**src/rtl/pll_lock_supervisor.sv**
```systemverilog
// pll_lock_supervisor
//   Sequences PF_CCC power-up and lock from the board reference clock: holds the
//   PLL powered down, waits for lock with timeout/retry, qualifies lock as stable,
//   then releases the downstream fabric reset. In RUN, a filtered lock loss
//   re-asserts fabric reset and re-runs the sequence.
// Ports
//   CLK             reference clock (same source as CCC REF_CLK)
//   RST_N           asynchronous active-low reset
//   ENABLE          level; 0 forces IDLE (PLL down, fabric in reset)
//   RESTART         pulse; restart from PWRDN, clears FAULT and retry count
//   PLL_LOCK        PLL lock, asynchronous to CLK
//   PLL_POWERDOWN_N to CCC, 0 = powered down
//   FAB_RST_N       downstream active-low reset, high only in RUN
//   READY / FAULT   state flags for RUN / FAULT
//   STATE           current state encoding
//   RETRY_COUNT     lock timeouts in current sequence, saturating at 15
//   LOSS_COUNT      lock-loss events since reset, saturating at 255
module pll_lock_supervisor #(
   parameter int unsigned PWRDN_CYCLES  = 16,
   parameter int unsigned LOCK_TIMEOUT  = 65535,
   parameter int unsigned STABLE_CYCLES = 1024,
   parameter int unsigned LOSS_FILTER   = 4,
   parameter int unsigned MAX_RETRIES   = 3
) (
   input  logic       CLK,
   input  logic       RST_N,
   input  logic       ENABLE,
   input  logic       RESTART,
   input  logic       PLL_LOCK,
   output logic       PLL_POWERDOWN_N,
   output logic       FAB_RST_N,
   output logic       READY,
   output logic       FAULT,
   output logic [2:0] STATE,
   output logic [3:0] RETRY_COUNT,
   output logic [7:0] LOSS_COUNT
);

   localparam int unsigned T_MAX_A = (PWRDN_CYCLES > LOCK_TIMEOUT) ? PWRDN_CYCLES : LOCK_TIMEOUT;
   localparam int unsigned T_MAX_B = (STABLE_CYCLES > LOSS_FILTER) ? STABLE_CYCLES : LOSS_FILTER;
   localparam int unsigned T_MAX   = (T_MAX_A > T_MAX_B) ? T_MAX_A : T_MAX_B;
   localparam int unsigned TW      = $clog2(T_MAX + 1);

   typedef enum logic [2:0] {
      ST_IDLE      = 3'd0,
      ST_PWRDN     = 3'd1,
      ST_WAIT_LOCK = 3'd2,
      ST_STABLE    = 3'd3,
      ST_RUN       = 3'd4,
      ST_FAULT     = 3'd5
   } state_t;

   state_t          state_q, state_d;
   logic [TW-1:0]   timer_q, timer_d;
   logic [3:0]      retry_q, retry_d;
   logic [7:0]      loss_q, loss_d;
   logic            sync1_q, lock_s;
   logic            pd_n_q, fab_rst_n_q, ready_q, fault_q;

   // Two-flop synchronizer for the asynchronous lock input
   always_ff @(posedge CLK or negedge RST_N) begin
      if (!RST_N) begin
         sync1_q <= 1'b0;
         lock_s  <= 1'b0;
      end else begin
         sync1_q <= PLL_LOCK;
         lock_s  <= sync1_q;
      end
   end

   // State, shared timer, counters and registered outputs
   always_ff @(posedge CLK or negedge RST_N) begin
      if (!RST_N) begin
         state_q     <= ST_IDLE;
         timer_q     <= '0;
         retry_q     <= '0;
         loss_q      <= '0;
         pd_n_q      <= 1'b0;
         fab_rst_n_q <= 1'b0;
         ready_q     <= 1'b0;
         fault_q     <= 1'b0;
      end else begin
         state_q     <= state_d;
         timer_q     <= timer_d;
         retry_q     <= retry_d;
         loss_q      <= loss_d;
         pd_n_q      <= state_d inside {ST_WAIT_LOCK, ST_STABLE, ST_RUN};
         fab_rst_n_q <= (state_d == ST_RUN);
         ready_q     <= (state_d == ST_RUN);
         fault_q     <= (state_d == ST_FAULT);
      end
   end

   // Next-state logic; the timer doubles as the RUN unlock filter counter
   always_comb begin
      state_d = state_q;
      timer_d = timer_q + TW'(1);
      retry_d = retry_q;
      loss_d  = loss_q;
      if (!ENABLE) begin
         state_d = ST_IDLE;
         timer_d = '0;
         retry_d = '0;
      end else if (RESTART) begin
         state_d = ST_PWRDN;
         timer_d = '0;
         retry_d = '0;
      end else begin
         case (state_q)
            ST_IDLE: begin
               state_d = ST_PWRDN;
               timer_d = '0;
            end
            ST_PWRDN: begin
               if (timer_q == TW'(PWRDN_CYCLES - 1)) begin
                  state_d = ST_WAIT_LOCK;
                  timer_d = '0;
               end
            end
            ST_WAIT_LOCK: begin
               if (lock_s) begin
                  state_d = ST_STABLE;
                  timer_d = '0;
               end else if (timer_q == TW'(LOCK_TIMEOUT - 1)) begin
                  timer_d = '0;
                  if (32'(retry_q) < MAX_RETRIES) begin
                     retry_d = (retry_q == 4'hF) ? retry_q : retry_q + 4'd1;
                     state_d = ST_PWRDN;
                  end else begin
                     state_d = ST_FAULT;
                  end
               end
            end
            ST_STABLE: begin
               if (!lock_s) begin
                  timer_d = '0;
               end else if (timer_q == TW'(STABLE_CYCLES - 1)) begin
                  state_d = ST_RUN;
                  timer_d = '0;
               end
            end
            ST_RUN: begin
               if (lock_s) begin
                  timer_d = '0;
               end else if (timer_q == TW'(LOSS_FILTER - 1)) begin
                  loss_d  = (loss_q == 8'hFF) ? loss_q : loss_q + 8'd1;
                  retry_d = '0;
                  state_d = ST_PWRDN;
                  timer_d = '0;
               end
            end
            ST_FAULT: begin
               timer_d = '0;
            end
            default: begin
               state_d = ST_IDLE;
               timer_d = '0;
            end
         endcase
      end
   end

   assign PLL_POWERDOWN_N = pd_n_q;
   assign FAB_RST_N       = fab_rst_n_q;
   assign READY           = ready_q;
   assign FAULT           = fault_q;
   assign STATE           = state_q;
   assign RETRY_COUNT     = retry_q;
   assign LOSS_COUNT      = loss_q;

endmodule

```
**config.mk**
```make
export PLATFORM = sky130hd
export DESIGN_NAME = pll_lock_supervisor
export DESIGN_NICKNAME = d
export VERILOG_FILES = /design/src/rtl/pll_lock_supervisor.sv
export SDC_FILE = /design/constraint.sdc
export NUM_CORES = 1
export LEC_CHECK = 0
export ABC_AREA = 1
export CORE_MARGIN = 2
export CORE_UTILIZATION = 50
export CTS_BUF_LIST = sky130_fd_sc_hd__clkbuf_4 sky130_fd_sc_hd__clkbuf_8
export DETAILED_ROUTE_END_ITERATION = 6
export HOLD_SLACK_MARGIN = 0.05
export PLACE_DENSITY = 0.73
export SLEW_MARGIN = 20
export SYNTH_ARGS = -nofsm -noshare
export SYNTH_HDL_FRONTEND = slang
export SYNTH_SLANG_ARGS = --single-unit
```
**constraint.sdc**
```tcl
create_clock -name CLK -period 1.8 [get_ports CLK]
set_input_delay 0.36 -clock CLK [delete_from_list [all_inputs] [get_ports CLK]]
set_output_delay 0.36 -clock CLK [all_outputs]
set_load 0.02 [all_outputs]
```
==> run notes, run 1 <==
Synthesis and PnR results.

- The detailed-routing iteration count for the pre-antenna-repair pass is 4.
- Setup repair after global routing left no endpoint under its margin.
- The kind of cell adding the most delay to the critical path is buffers and inverters.
- The largest vdd supply drop is 0.0004079 V.
- By startpoint and endpoint, the worst setup path is classified as flip-flop to output port.
- The via count of the first global-routing pass is 1550.
- Wire segments on met2 add up to 1948 um in the final route.
- The die height is 67.83 um.
- The register share after synthesis reads 0.4423.
- The final layout net count is 290.
- The floorplan has 23 rows.
- The met3 wirelength from detailed routing reads 156 um.
- The net count after synthesis is 258.
- The post-synthesis share of cell area spent on and, or, nand and nor gates is 0.3243.
- Dividing the detail-routed wire length by the instance count gives 12.08 um.
- In this run, power in combinational logic comes to 65.8 uW.
- The met1 usage reads 0.2511.
- STA lists the maximum fanout along the critical path as 5.
- The final critical path time including I/O delays and setup is 1.728 ns.
- The reported sequential group power is 819 uW.
- STA classifies the critical path startpoint as a flip-flop.
- The number of warning messages in the logs reads 27.
- The H-tree depth reads 2.
- The fraction of power consumed by combinational cells is 0.041.
- Per the OpenROAD floorplan log, the area of the core is 3971 sq um.
- The global routing met3 resource utilization is 0.05263.
- The total of warnings raised by yosys reads 0.
- The number of sinks handled by clock tree synthesis reads 36.
- The count of nets left with antenna violations after detail routing is 0.
- The insertion delay at the late pin of the worst-skew pair is 0.30 ns.
- The number of port buffers reads 23.
- Among all stages on the critical path, the largest delay is contributed by sky130_fd_sc_hd__clkdlybuf4s50_1.
- The number of max-cap violations reads 0.
- After its last routability iteration, the placer logged a weighted congestion of 0.8669.
- The adder and majority gate portion of the synthesized area is 0.02457.
- The routing layer with the top usage in global route reads met2.
- The longest incremental delay of any stage on the critical path is reported as 0.64 ns.
- The final layout report lists a non-clock inverter count of 36.
- Between the synthesized netlist and the finished layout, the area growth was recorded as 22.60%.
- The flop count reads 36.
- The area fraction in mux cells reads 0.
- The flow ran to the end, and the final reports show no timing, DRC or antenna violations.
- The final worst clock skew is 0.01067 ns.
- The number of max-slew violations in the final report is 0.
- The data required time at the worst endpoint reads 1.44 ns.
- The count of clock buffers in the final design reads 5.
- The final critical-path share of the clock period reads 0.9602.
- The register area reads 905.9 sq um.
- Per the layout report, the design carries 356 filler cells.
- By area, logic gates come first.
- The flop share of the area is 0.3627.
==> run 1: metrics by stage <==
stage	worst slack (ns)	std cells	util	instance area, sq um	total power [uW]
after global placement	0.1395	324	0.5933	2356	900.9
after detailed placement	0.1027	324	0.5933	2356	902.5
after global routing	0.01074	332	0.6289	2497	1660
after floorplan	0.1895	249	-	2037	861.9
after CTS	0.009735	332	0.6213	2467	1616
final	0.07171	332	0.6289	2497	1604
==> run 1: worst register-to-register path, stage by stage, from the launching register on <==
cell,delay [ns]
sky130_fd_sc_hd__dfrtp_2,0.44
sky130_fd_sc_hd__inv_1,0.07
sky130_fd_sc_hd__ha_1,0.16
sky130_fd_sc_hd__nand3_1,0.12
sky130_fd_sc_hd__nor2_4,0.16
sky130_fd_sc_hd__nand2_2,0.07
sky130_fd_sc_hd__nand2_1,0.09
sky130_fd_sc_hd__a21oi_2,0.07
sky130_fd_sc_hd__o21ai_4,0.15
sky130_fd_sc_hd__buf_12,0.17
sky130_fd_sc_hd__nor2_1,0.05
==> run 1: synthesized netlist by cell type, drive strengths merged <==
cell type / n / area (sq um)
nor3: 5 / 30.03
o21ai: 11 / 66.32
a21oi: 3 / 18.77
a22oi: 1 / 7.510
ha: 4 / 50.05
xnor2: 5 / 43.79
inv: 36 / 135.1
dfrtp: 36 / 900.9
nand2: 52 / 220.2
nand3b: 1 / 7.510
nand3: 17 / 102.6
clkbuf: 1 / 5.000
nor4: 1 / 6.260
o211ai: 1 / 7.510
xor2: 14 / 122.6
buf: 2 / 18.77
nor2: 51 / 244.0
nand4: 8 / 50.05
==> run 1: sequential cells by signal, summed over array words and instances, names as in the netlist <==
register and flops:
STATE 3, sync1_q 1, timer_q 16, RETRY_COUNT 4
PLL_POWERDOWN_N 1, FAULT 1, lock_s 1, LOSS_COUNT 8
READY 1
==> run 1: final timing paths <==
check	start	endpoint	slack (ns)	cells after the start
setup / recovery	LOSS_COUNT[3]	LOSS_COUNT[3]	0.07	1
hold / removal	sync1_q	lock_s	0.36	0
setup reg to reg	timer_q[0]	timer_q[15]	0.13	10
hold reg to reg	sync1_q	lock_s	0.36	0
max in group asynchronous	RST_N	timer_q[10]	0.98	2
min in group asynchronous	RST_N	sync1_q	0.48	2
==> run 1: cells in the final DEF (no fill, tap or decap), drive strengths merged <==
| master | count |
|---|---|
| xnor2 | 5 |
| a22oi | 1 |
| a21oi | 3 |
| dfrtp | 36 |
| nand2 | 52 |
| nand3b | 1 |
| nand3 | 17 |
| clkdlybuf4s50 | 20 |
| o21ai | 11 |
| nor4 | 1 |
| clkinv | 1 |
| clkbuf | 5 |
| nor2 | 51 |
| inv | 36 |
| buf | 5 |
| bufinv | 1 |
| nand4 | 8 |
| clkinvlp | 1 |
| dlymetal6s2s | 3 |
| nor3 | 5 |
| ha | 4 |
| xor2 | 14 |
| o211ai | 1 |
==> run 1: kinds of logic after synthesis <==
group / count (synthesis)
XOR/XNOR: 19
adder cells (fa/ha/maj): 4
flip-flops: 36
AND-OR/OR-AND: 16
AND/OR/NAND/NOR: 135
buffers and inverters: 39
==> run 1: repair_timing <==
| action | in CTS | in global routing |
|---|---|---|
| gates resized | 0 | 11 |
| setup endpoints to repair | 0 | 22 |
| buffers inserted | 0 | 0 |
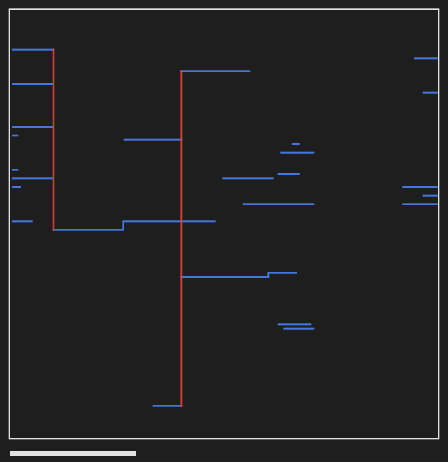
Run 1: routed metal, one colour a layer
Scale bar: 20 um. Two of the layers only.
M4 -> red  # wire length 81.6 um
M3 -> blue  # wire length 156 um

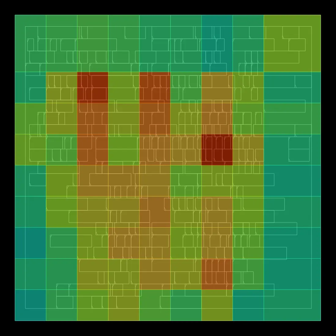
Run 1: routing congestion map
core utilization of the finished layout: 0.6289
gr usage total: 0.1981

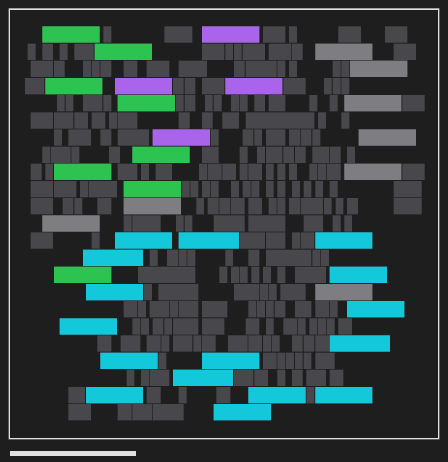
Run 1: sequential cells coloured by netlist name
Scale bar: 20 um. Other sequential cells in the stronger grey, the rest of the logic in the fainter grey.
timer_q -> cyan  # placed flops 16
RETRY_COUNT -> purple  # placed flops 4, where north
LOSS_COUNT -> green  # placed flops 8
not coloured = 8

==> inputs of run 2 (changes only) <==
--- a/config.mk
+++ b/config.mk
@@ -6,12 +6,14 @@
 export NUM_CORES = 1
 export LEC_CHECK = 0
 export ABC_AREA = 1
+export CELL_PAD_IN_SITES_DETAIL_PLACEMENT = 0
+export CELL_PAD_IN_SITES_GLOBAL_PLACEMENT = 2
 export CORE_MARGIN = 2
-export CORE_UTILIZATION = 50
+export CORE_UTILIZATION = 34
 export CTS_BUF_LIST = sky130_fd_sc_hd__clkbuf_4 sky130_fd_sc_hd__clkbuf_8
 export DETAILED_ROUTE_END_ITERATION = 6
 export HOLD_SLACK_MARGIN = 0.05
-export PLACE_DENSITY = 0.73
+export PLACE_DENSITY_LB_ADDON = 0.1
 export SLEW_MARGIN = 20
 export SYNTH_ARGS = -nofsm -noshare
 export SYNTH_HDL_FRONTEND = slang
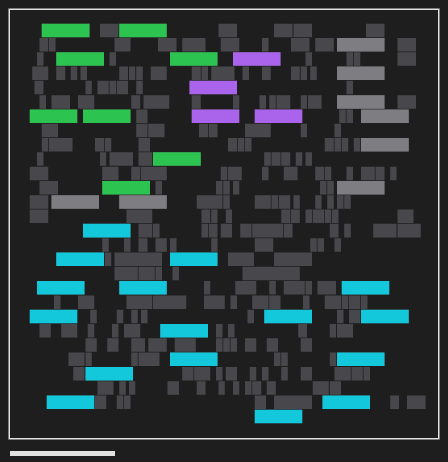
Run 2: sequential cells coloured by netlist name
Scale bar: 20 um. Other sequential cells in the stronger grey, the rest of the logic in the fainter grey.
LOSS_COUNT -> green  # placed flops 8, where north-west
timer_q -> cyan  # placed flops 16
RETRY_COUNT -> purple  # placed flops 4, where north
not coloured = 8

==> run 2 against run 1 <==
Synthesized cell count unchanged; area after synthesis did not move; fmax about the same; first-iteration DRC count decreased by 15%; clock skew shrank 0.0038 ns; largest power group unchanged.
==> run notes, run 2 <==
Synthesis and PnR results.

- Row generation in the floorplan step produced 28 rows.
- The most frequent logic cell in the layout reads sky130_fd_sc_hd__nand2_1.
- The most area-hungry cell type in the Yosys netlist is sky130_fd_sc_hd__dfrtp_1.
- The run finished with clean final reports.
- The master of the slowest instance on the critical path is sky130_fd_sc_hd__clkdlybuf4s50_1.
- The setup slack on the worst flop-to-flop path reads 0.11 ns.
- The detailed-routing iteration count for the pre-antenna-repair pass reads 4.
- For this run, the number of Yosys warnings is 0.
- The layout overhead on the synthesized area is 26.66%.
- After synthesis, the most frequently instantiated cells are sky130_fd_sc_hd__nand2_1 (46), sky130_fd_sc_hd__dfrtp_1 (36), sky130_fd_sc_hd__nor2_1 (36).
- The number of flip-flops under the largest register name reads 16.
- The share of total power dissipated in combinational logic is 0.043.
- The routability-driven placement congestion ratio is 0.7676.
- The final layout net count reads 293.
- The count of nets left with antenna violations after detail routing reads 0.
- The type of the worst setup path reads flip-flop to output port.
- Once layout is complete, the cells apart from fillers number 360.
- In this run the critical register-to-register path is captured at timer_q[3].
- The core area reads 5851 sq um.
- The largest vdd supply drop reads 0.0003940 V.
- The number of max-slew violations in the final report is 0.
- The number of nets in the synthesized netlist is 258.
- Per Yosys stat, the portion of area used by sequential elements is 0.4423.
- The cell depth of the worst flop-to-flop path reads 10.
- The final critical-path share of the clock period is 0.9602.
- The data required time at the worst endpoint reads 1.44 ns.
- STA classifies the critical path startpoint as a flip-flop.
- The register area reads 900.9 sq um.
- The register with the most flip-flops is timer_q.
- The async set-or-reset flop fraction in the synthesized netlist reads 1.000.
- The worst stage delay on the critical path is 0.63 ns.
- The number of enable flip-flop cells reads 0.
- The number of warning messages in the logs reads 27.
- The final critical path time including I/O delays and setup reads 1.728 ns.
- The startpoint of the worst-slack reg-to-reg timing path reads timer_q[0].
- The routed wirelength normalized by instance count is 12.29 um.
- Sorting the synthesized cells by area gives the leading types as sky130_fd_sc_hd__dfrtp_1 (44%), sky130_fd_sc_hd__nand2_1 (8.5%), sky130_fd_sc_hd__nor2_1 (6.6%).
- The start point of the critical path is LOSS_COUNT[5].
- The area share of the leading cell type in the synthesized netlist reads 0.4423.
- The number of placed instances with taps included reads 349.
- The via count of the first global-routing pass reads 1658.
- The most frequent cell after synthesis reads sky130_fd_sc_hd__nand2_1.
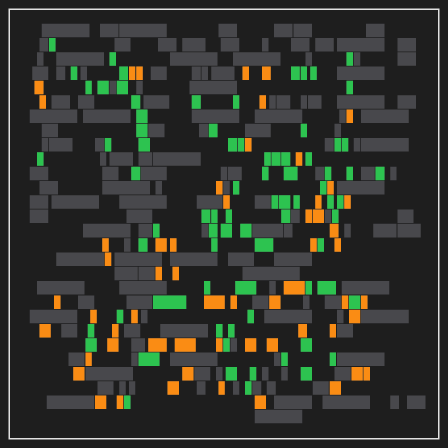
Run 2: logic cells by family
nand cells -> green  # cells 78, most used nand2_1
nor cells -> orange  # cells 57, most used nor2_1

[run 2: cell counts after synthesis]
Identical to the previous run, type by type.
[run 2: layer usage]
metal / vias to the layer above / global-route usage / part of all wire
met1: 752 / 0.2105 / 0.51
met3: 5 / 0.04111 / 0.034
met4: 0 / 0.05085 / 0.012
met5: - / 0 / 0
met2: 24 / 0.2385 / 0.44
li1: 848 / - / -
[run 2: through the flow]
stage | worst slack, ns | total power (uW) | hold WS (ns) | utilization | instance area (sq um)
global placement | 0.05188 | 908.6 | 0.3144 | 0.4093 | 2395
finish | 0.07169 | 1699 | 0.3560 | 0.4410 | 2580
detailed placement | 0.03984 | 908.1 | 0.3117 | 0.4093 | 2395
floorplan | 0.1895 | 861.9 | 0.06441 | - | 2037
global route | 0.003072 | 1771 | 0.3673 | 0.4410 | 2580
CTS | 0.03172 | 1722 | 0.3595 | 0.4324 | 2530
[run 2: final cells by class]
type,instances,share of cell area
Clock inverter,1,0.01164
Clock buffer,7,0.03734
Inverter,36,0.05238
Timing Repair Buffer,31,0.1246
Sequential cell,36,0.3492
Tap cell,75,0.03637
Multi-Input combinational cell,174,0.3885
[run 2: cell families (layout without fill, tap and decap cells)]
logic type / count (synthesis) / after routing / synth area share
compound gates: 16 / 16 / 0.04915
xor+xnor: 19 / 19 / 0.08170
fa+ha+maj: 4 / 4 / 0.02457
buf+inv: 39 / 75 / 0.07801
flops: 36 / 36 / 0.4423
simple gates: 135 / 135 / 0.3243
[run 2: worst min path at each step]
stage                  from  slack [ns]     endpoint  cells past startpoint
CTS                 sync1_q        0.36       lock_s                      0
floorplan             RST_N        0.06        FAULT                      0
global route        sync1_q        0.37       lock_s                      0
detailed placement    RST_N        0.31  timer_q[13]                      1
global placement      RST_N        0.31  timer_q[13]                      1
finish              sync1_q        0.36       lock_s                      0
[run 2: repair_timing]
item                                    in CTS  in global routing
endpoints found under the hold margin       15                  0
pin swaps                                    0                  1
buffers inserted                             0                  2
endpoints found under the setup margin       1                 29
resized                                      1                 10
hold buffers                                 1                  0
[run 2: power groups by stage]
stage	logic (uW)	registers, uW	clock network (uW)
finish	72.8	819	807
detailed placement	73.0	835	0
global placement	73.2	835	0
floorplan	28.2	834	0
CTS	75.1	819	828
global route	83.3	820	868
Power and IR drop assume default switching activity.
